<file path="config.mk">
export PLATFORM = sky130hd
export DESIGN_NAME = pipe_if_stage_flat
export DESIGN_NICKNAME = d
export VERILOG_FILES = /design/src/rtl/pipe_if_stage_if.sv /design/src/rtl/pipe_if_stage.sv /design/src/flat_wrapper.sv
export SDC_FILE = /design/constraint.sdc
export NUM_CORES = 1
export LEC_CHECK = 0
export CORE_ASPECT_RATIO = 1.2
export CORE_MARGIN = 2
export CORE_UTILIZATION = 43
export DETAILED_ROUTE_END_ITERATION = 7
export PLACE_DENSITY_LB_ADDON = 0.1
export SLEW_MARGIN = 20
export SYNTH_ARGS = -nofsm -noshare
export SYNTH_HDL_FRONTEND = slang
export SYNTH_SLANG_ARGS = --single-unit
</file>
<file path="constraint.sdc">
create_clock -name clk -period 6 [get_ports clk]
set_input_delay 1.8 -clock clk [delete_from_list [all_inputs] [get_ports clk]]
set_output_delay 1.8 -clock clk [all_outputs]
set_load 0.005 [all_outputs]
</file>
<file path="src/rtl/pipe_if_stage_if.sv">
// Instruction-memory request/acknowledge bus between the fetch stage and memory.
interface pipe_if_stage_if;
  logic        imem_req;
  logic [31:0] imem_addr;
  logic [31:0] imem_rdata;
  logic        imem_ack;

  modport master (output imem_req, output imem_addr, input imem_rdata, input imem_ack);
  modport slave  (input imem_req, input imem_addr, output imem_rdata, output imem_ack);
endinterface

</file>
<file path="src/rtl/pipe_if_stage.sv">
// Instruction-fetch stage: issues fetches, buffers a word while ID stalls, and keeps
// a pending control-transfer target until the delay-slot fetch completes.
module pipe_if_stage (
  input  logic             clk,
  input  logic             clr,
  input  logic [1:0]       pcsrc,
  input  logic [31:0]      bpc,
  input  logic [31:0]      rpc,
  input  logic [31:0]      jpc,
  input  logic             nostall,
  pipe_if_stage_if.master  imem,
  output logic [31:0]      dpc4,
  output logic [31:0]      dinst,
  output logic             dvalid,
  output logic [31:0]      pc
);

  typedef enum logic [0:0] {StFetch, StHeld} state_t;

  state_t      state;
  logic        rvalid;
  logic [31:0] rtarget;
  logic [31:0] fetch_buf;
  logic [31:0] pc_plus4;
  logic [31:0] tgt;
  logic [31:0] npc;

  always_comb begin
    pc_plus4 = pc + 32'd4;
    tgt      = pc_plus4;
    unique case (pcsrc)
      2'b00: tgt = pc_plus4;
      2'b01: tgt = bpc;
      2'b10: tgt = rpc;
      2'b11: tgt = jpc;
    endcase
    // A recorded transfer wins over whatever ID presents now (ID holds a bubble then).
    npc = rvalid ? rtarget : tgt;
  end

  assign imem.imem_req  = (state == StFetch) && !clr;
  assign imem.imem_addr = pc;

  always_ff @(posedge clk or posedge clr) begin
    if (clr) begin
      state     <= StFetch;
      pc        <= 32'd0;
      dpc4      <= 32'd0;
      dinst     <= 32'd0;
      dvalid    <= 1'b0;
      rvalid    <= 1'b0;
      rtarget   <= 32'd0;
      fetch_buf <= 32'd0;
    end else begin
      unique case (state)
        StFetch: begin
          if (imem.imem_ack) begin
            if (nostall) begin
              dinst  <= imem.imem_rdata;
              dpc4   <= pc_plus4;
              dvalid <= 1'b1;
              pc     <= npc;
              rvalid <= 1'b0;
            end else begin
              fetch_buf <= imem.imem_rdata;
              state     <= StHeld;
            end
          end else if (nostall) begin
            // Only a real instruction in ID may redirect; a bubble never does.
            if (dvalid && (pcsrc != 2'b00)) begin
              rvalid  <= 1'b1;
              rtarget <= tgt;
            end
            dinst  <= 32'd0;
            dvalid <= 1'b0;
          end
        end
        StHeld: begin
          if (nostall) begin
            dinst  <= fetch_buf;
            dpc4   <= pc_plus4;
            dvalid <= 1'b1;
            pc     <= npc;
            rvalid <= 1'b0;
            state  <= StFetch;
          end
        end
        default: state <= StFetch;
      endcase
    end
  end

endmodule

</file>
<file path="src/flat_wrapper.sv">
// flat-port wrapper written by rule: the top's interface ports become plain ports
module pipe_if_stage_flat 
  (clk, clr, pcsrc, bpc, rpc, jpc, nostall, dpc4, dinst, dvalid, pc, imem_imem_req, imem_imem_addr, imem_imem_rdata, imem_imem_ack);
  pipe_if_stage_if imem_i ();
  input  logic clk;
  input  logic clr;
  input  logic [1:0] pcsrc;
  input  logic [31:0] bpc;
  input  logic [31:0] rpc;
  input  logic [31:0] jpc;
  input  logic nostall;
  output logic [31:0] dpc4;
  output logic [31:0] dinst;
  output logic dvalid;
  output logic [31:0] pc;
  output wire logic [$bits(imem_i.imem_req)-1:0] imem_imem_req;
  output wire logic [$bits(imem_i.imem_addr)-1:0] imem_imem_addr;
  input wire logic [$bits(imem_i.imem_rdata)-1:0] imem_imem_rdata;
  input wire logic [$bits(imem_i.imem_ack)-1:0] imem_imem_ack;
  assign imem_imem_req = imem_i.imem_req;
  assign imem_imem_addr = imem_i.imem_addr;
  assign imem_i.imem_rdata = imem_imem_rdata;
  assign imem_i.imem_ack = imem_imem_ack;
  pipe_if_stage u_core (.clk(clk), .clr(clr), .pcsrc(pcsrc), .bpc(bpc), .rpc(rpc), .jpc(jpc), .nostall(nostall), .imem(imem_i), .dpc4(dpc4), .dinst(dinst), .dvalid(dvalid), .pc(pc));
endmodule
</file>
==> run notes <==
Results of the full flow below.

Flow run:
- In this run the tools logged warnings totalling 26.

Pwr:
- Combinational power for this build is just under 1 mW.
- The power report lists the sequential group at 1.55 mW.
- The run gives the switching portion of total power as 0.3011.
- The run gives the share of power burned in registers as 0.439.
- The script computed a power per unit cell area of 307.8 mW/mm^2.
- The run puts the internal power component at around 2.5 mW.
- The run gives the switching component of the power as ~1.1 mW.
- Clock network power for this build is 1.01 mW.
- The run puts the share of total power in the clock network at 0.288.
- The run puts the final total power at ~3.5 mW.
- The analysis reports a worst IR drop on VDD of 0.0001815 V.
- The run gives the logic gate share of total power as 0.273.

Cells and area:
- The top cell type in the final layout, fill and taps aside, is clkdlybuf4s50_1.
- The run puts the clock network area share at 0.04734.
- Per the cell usage report, the commonest logic cells after layout are 260 x clkdlybuf4s50_1, 171 x nand2_1, 162 x dfrtp_1, 78 x nor2_1, 69 x o21ai_0.
- The run puts the total number of nets in the final design at 1218.
- Per the area breakdown, the dominant cell category is sequential cells.
- The run gives the clock buffer count as 19.
- The run gives the register area as 0.004080 mm^2.
- The run puts the number of non-clock buffers at 274.
- The run puts the inverter count at 6.

Hold path:
- Looking at hold timing, the worst path starts from u_core.rtarget[31].
- Checking hold timing, the worst path is listed with class flip-flop to flip-flop.

Clock tree:
- The run gives the count of hold-fix buffers inserted at cts as 0.
- CTS built an H-tree with a depth of 4.
- The run gives the deepest clock path buffer count as 2.
- The tree is rooted in a clkbuf_16.
- The run puts the number of setup buffers added after CTS at 0.
- The skew report gives the latency at the later pin of the worst-skew pair as approximately 0.42 ns.

GRT:
- The run gives the global-route track usage on met3 as 0.05778.
- The run gives the aggregate global-route resource usage as 0.2327.
- The run puts the pin count of the biggest net entering global routing at between 90 and 100.
- The run puts the global-route wire length before repair at 36.80 mm.
- The via count of the first global-routing pass was 6751.
- The run gives the met1 track utilization from global routing as 0.2999.

Final timing:
- The run puts the relative slew slack at 0.3190.
- Setup repair after global routing left no endpoint under its margin.
- The run gives the time the final worst path needs with I/O delays and setup as 4.684 ns.
- The run puts the number of setup violations in the final report at 0.
- The run gives the maximum clock rate as 213.5 MHz.
- The run gives the clock skew as 0.01139 ns.
- The run gives the final max-slew violation count as 0.

Floorplan:
- The vertical die dimension reported for this design is 156.5 um.
- Pin placement for this block handled 264 I/O pins.
- The run puts the total die area at 0.02051 mm^2.
- The run puts the well-tap cell count at 256.
- The run puts the die span in x at 131.1 um.

Worst setup path:
- The worst register-to-register path begins at u_core.state.
- The run gives the number of buffer and inverter instances along the worst setup path as 2.
- The most numerous cell type found on the critical path is clkdlybuf4s50_1.
- STA lists the maximum fanout along the critical path as 2.
- The run gives the worst reg2reg path endpoint as u_core.imem.imem_addr[22].
- STA shows the worst reg2reg path with a cell count of 6.
- According to the timing report, the arrival time at the worst endpoint equals 2.88 ns.
- STA classifies the critical path endpoint as an output pin.
- Listed in order, past its start point the critical path passes clkdlybuf4s50_1 -> nor2_1 -> clkdlybuf4s50_1.
- The run gives the type of the setup path with the least slack as input pin to output pin.
- The run gives the endpoint required time on the critical path as 4.20 ns.
- The run gives the category of the worst setup path launch point as an input pin.
- The run gives the minimum setup slack among reg-to-reg paths as 3.30 ns.

Place:
- After legalization and detailed placement, the total HPWL measured 16.11 mm.
- Summing all placed instances gives a cell area of 0.01090 mm^2.
- The run gives the total placed cells including tap cells as 1320.
- The run gives the worst setup timing slack at the placement stage as 1.317 ns.

Yosys:
- Synthesis inferred 163 register bits.
- In the Yosys report the total cell count is 884.
- The run gives the average cell area after synthesis as between 9 and 10 um^2.
- The run gives the net count after synthesis as 1019.
- The run puts the count of mapped cells out of synthesis at 884.
- Among all flip-flop cells after synthesis, the most frequent one is dfrtp_1.

Drt:
- The run gives the wire length per cell as 17.32 um.
- The run puts the sum of routed wire segments on met1 at 9.666 mm.
- The run gives the total met2 wirelength after detailed routing as roughly 12 mm.
- The run gives the DRC violations left as 0.
- The run puts the violation tally from detailed-route iteration zero at between 300 and 400.
- The detailed router reports a met3 wire length of roughly 1.6 mm.

Status:
- The flow ran to the end, and the final reports show no timing, DRC or antenna violations.
[cells by family after synthesis]
logic type                 Yosys count  synth area share
and+or+nand+nor                    325            0.1740
AOI/OAI and AO/OA                  197            0.1375
DFF                                163            0.4895
buffers and inverters              100           0.06381
muxes                               70            0.1033
xor gates and xnor gates            28           0.03033
adders and majority gates            1          0.001501
[flip-flops by register name (all words and copies together) (netlist names)]
signal                 cells
u_core.rvalid              1
u_core.fetch_buf          32
u_core.dpc4               32
u_core.imem.imem_addr     32
u_core.dvalid              1
u_core.state               1
u_core.rtarget            32
u_core.dinst              32
[worst max path at each step]
stage                     start               to  cells past startpoint
final                       clr    imem_imem_req                      3
after global routing        clr    imem_imem_req                      3
after CTS                   clr    imem_imem_req                      3
after detailed placement    clr    imem_imem_req                      3
after global placement      clr    imem_imem_req                      3
after floorplan             clr  u_core.dinst[0]                      1
[Yosys cell counts (4+ instances only)]
cell | count | area (um^2)
a211oi_1 | 6 | 45.04
a21oi_1 | 67 | 335.3
a222oi_1 | 4 | 40.04
a22oi_1 | 18 | 135.1
a31oi_1 | 9 | 56.30
and2_1 | 4 | 25.02
and3_1 | 6 | 37.54
and4_1 | 5 | 43.79
buf_1 | 8 | 30.03
buf_2 | 14 | 70.07
buf_4 | 35 | 262.8
clkbuf_1 | 36 | 135.1
dfrtp_1 | 163 | 4079
inv_1 | 6 | 22.52
mux2_2 | 47 | 529.3
mux2i_1 | 14 | 140.1
mux4_2 | 8 | 180.2
nand2_1 | 171 | 641.9
nand3_1 | 20 | 100.1
nand4_1 | 8 | 50.05
nor2_1 | 79 | 296.5
nor2b_1 | 5 | 31.28
nor3_1 | 4 | 20.02
o211ai_1 | 4 | 30.03
o21ai_0 | 70 | 350.3
or3_1 | 7 | 43.79
xnor2_1 | 16 | 140.1
xor2_1 | 11 | 96.34
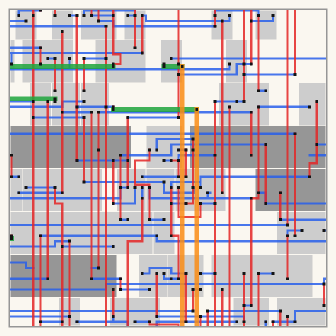
(close-up of the layout)
Window x 88 to 108, y 107 to 127 um. Cells in gray, sequential cells in the stronger gray; small squares are vias.
Key: green = met3; orange = met4; red = met2; blue = met1
Sequential cells in the window: 3. Netlist names of flops here include `u_core.imem.imem_addr` (2), `u_core.rtarget` (1). Most frequent: nand2_1 (10), xor2_1 (4). 34 logic cells have their middle in the window.

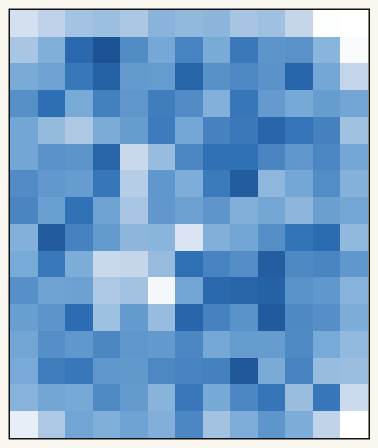
(placement density heat map)
13 x 16 tiles, from white (low) to dark blue (high), 0 to 100% covered.
The fullest tile reaches 86%. 1.4% of the tiles are nearly empty. 9.1% of the tiles are over 75% full. The mean over all tiles is 54%.
initial core utilization: 0.4403
standard cell core area: 0.01892 mm^2

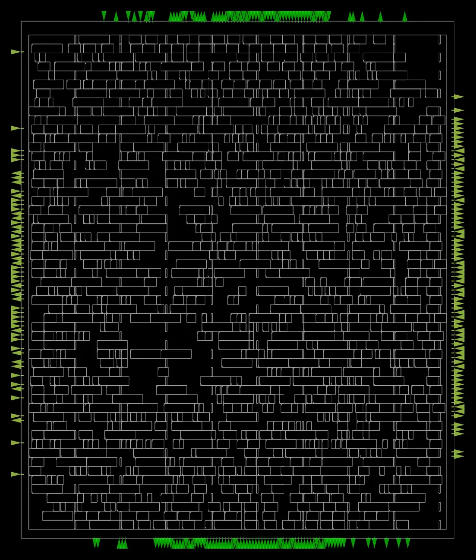
(placement view)
final core utilization: 0.6048
Cell Rows: 55
flop share of the area: 0.3565
tally of non-filler cells in the final layout: 1352
Filler Cells Inserted: 1665

Power is estimated from default activity; no workload was simulated.
